==> src/rtl/prbs_pkg.sv <==
// Shared constants, FSM state encoding and helpers for the PRBS lock checker.
package prbs_pkg;

    localparam int          POL_W_DEF      = 7;
    localparam logic [7:0]  POL_MASK_DEF   = 8'hC0;
    localparam int          DW_DEF         = 16;
    localparam int          LOCK_CNT_DEF   = 4;
    localparam int          UNLOCK_CNT_DEF = 4;
    localparam int          CNT_W_DEF      = 16;

    typedef enum logic [1:0] {
        HUNT   = 2'd0,
        SYNC   = 2'd1,
        LOCKED = 2'd2
    } state_e;

    // Words up to 64 bits; callers zero-extend and truncate the result.
    function automatic logic [6:0] popcount(input logic [63:0] v);
        logic [6:0] n;
        n = '0;
        for (int i = 0; i < 64; i++) begin
            n = n + 7'(v[i]);
        end
        return n;
    endfunction

endpackage

==> src/rtl/prbs_lock_checker_pngen.sv <==
// Combinational parallel PN generator: one DW-bit word per call, MSB generated first.
module prbs_lock_checker_pngen
    import prbs_pkg::*;
#(
    parameter int               POL_W    = POL_W_DEF,
    parameter logic [POL_W:0]   POL_MASK = POL_MASK_DEF,
    parameter int               DW       = DW_DEF
) (
    input  logic [POL_W-1:0] pn_state_in,
    output logic [DW-1:0]    pn_generated,
    output logic [POL_W-1:0] pn_state_out
);

    // Bits are resolved top-down so each tap window only reads bits already computed.
    always_comb begin : gen
        logic [POL_W+DW-1:0] full;
        full = {pn_state_in, {DW{1'b0}}};
        for (int i = DW - 1; i >= 0; i--) begin
            full[i] = ^(full[i +: POL_W+1] & POL_MASK);
        end
        pn_generated = full[DW-1:0];
        pn_state_out = full[POL_W-1:0];
    end

endmodule

==> config.mk <==
export PLATFORM = sky130hd
export DESIGN_NAME = prbs_lock_checker_pngen
export DESIGN_NICKNAME = d
export VERILOG_FILES = /design/src/rtl/prbs_pkg.sv /design/src/rtl/prbs_lock_checker_pngen.sv
export SDC_FILE = /design/constraint.sdc
export NUM_CORES = 1
export LEC_CHECK = 0
export ABC_CLOCK_PERIOD_IN_PS = 1100
export CORE_AREA = 2 2 39 41
export DETAILED_ROUTE_END_ITERATION = 8
export DIE_AREA = 0 0 41 43
export PLACE_DENSITY_LB_ADDON = 0.3
export SLEW_MARGIN = 20
export SYNTH_ARGS = -nofsm -noshare
export SYNTH_HDL_FRONTEND = slang
export SYNTH_SLANG_ARGS = --single-unit
==> constraint.sdc <==
create_clock -name vclk -period 1.1
set_input_delay 0.22 -clock vclk [all_inputs]
set_output_delay 0.22 -clock vclk [all_outputs]
set_load 0.01 [all_outputs]
==> flow_metrics.tcl <==
# yosys + openroad results
set metrics [dict create \
    synth_warnings 0 \
    yosys.stat.chipArea_sq_um 218 \
    grt_util_met1_pct 12.9 \
    synthAdderAreaFrac_pct 0 \
    grt_pass1_wl_mm 1.15 \
    clock_power_uw 0 \
    ir_drop_mv 0.246 \
    grt_start_max_net_pins 5 \
    final.setup.worst_slack_ns -0.0780 \
    mostFrequentLayoutCell "buf_2" \
    via_per_inst 3.52 \
    setup-violations-final 8 \
    die_w_um 41 \
    layout.core_utilization_pct 44.8 \
    top_power_group "combinational logic" \
    flops 0 \
    setup.worst_path.class "in2out" \
    port_buffers 30 \
    netSwitchingFraction_pct 44.9 \
    synthTopCellsByCount "xor2_1 (10), buf_4 (7), xnor2_1 (6)" \
    hold_worst_path_end "pn_generated[6]" \
    result_of_the_run "finished, violations left" \
    synth.cell_area_sq_um 218 \
    violations_in_the_final_reports "setup timing" \
    flow.area_growth_from_synthesis_pct 184 \
    ys_sh_simple_pct 0 \
    grt_setup_unrepaired "yes" \
    drive_above_1_share_pct 88.5 \
    p_seq_uw 0 \
    core_region_area_sq_mm 0.00138 \
    final_hold_viol_count 0 \
    max_slew_margin_vs_limit_pct 87.8 \
    power_density_mw_per_mm2 705 \
    die_h_um 43 \
    sequential_element_share_of_the_synthesized_area_pct 0 \
    global_route.usage.met2_pct 15.0 \
]
==> layer usage <==
metal	vias to the layer above	share of wire, %
li1	135	-
met2	14	56
met1	122	37
met3	0	7.1
met5	-	0
met4	0	0
==> kinds of logic after synthesis <==
family	after synthesis
buffers and inverters	9
xor gates and xnor gates	17
==> critical path: cells and delay by family <==
family	cells	cell delay (ns)
buf+inv	3	0.39
xor+xnor	2	0.34
==> through the flow <==
stage / instance area (sq um) / setup slack (ns)
after global routing: 619 / -0.113
final: 619 / -0.0780
after CTS: 613 / -0.188
after global placement: 601 / -0.889
after floorplan: 292 / 0.0242
after detailed placement: 601 / -0.923
==> layout make-up <==
type,instances,area (sq um)
fill,150,764
timing repair buffer,43,338
multi-input combinational,17,258
tap,16,20.0
inverter,1,3.75
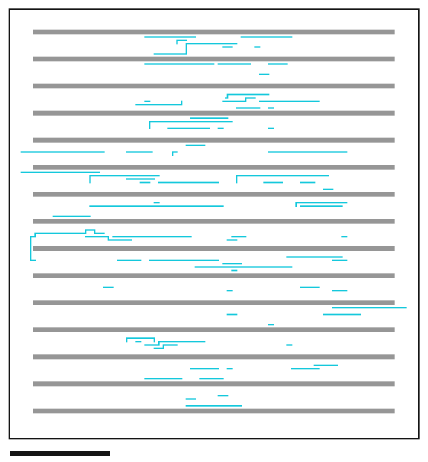
layer_met1.png
The bar under the picture is 10 um long. Supply wires on this layer in gray.
The longest straight run is 13.3 um. The layer holds 37% of the routed length. The wires run mostly horizontal. 56 nets have wire on it.

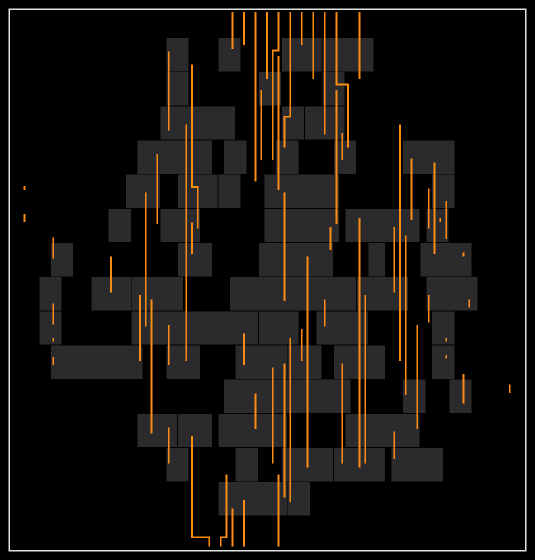
layer_met2.png
Cells faint in the background.
The layer carries 401 um of wire. The wires run mostly vertical. 62 nets have wire on it. The layer holds 56% of the routed length.

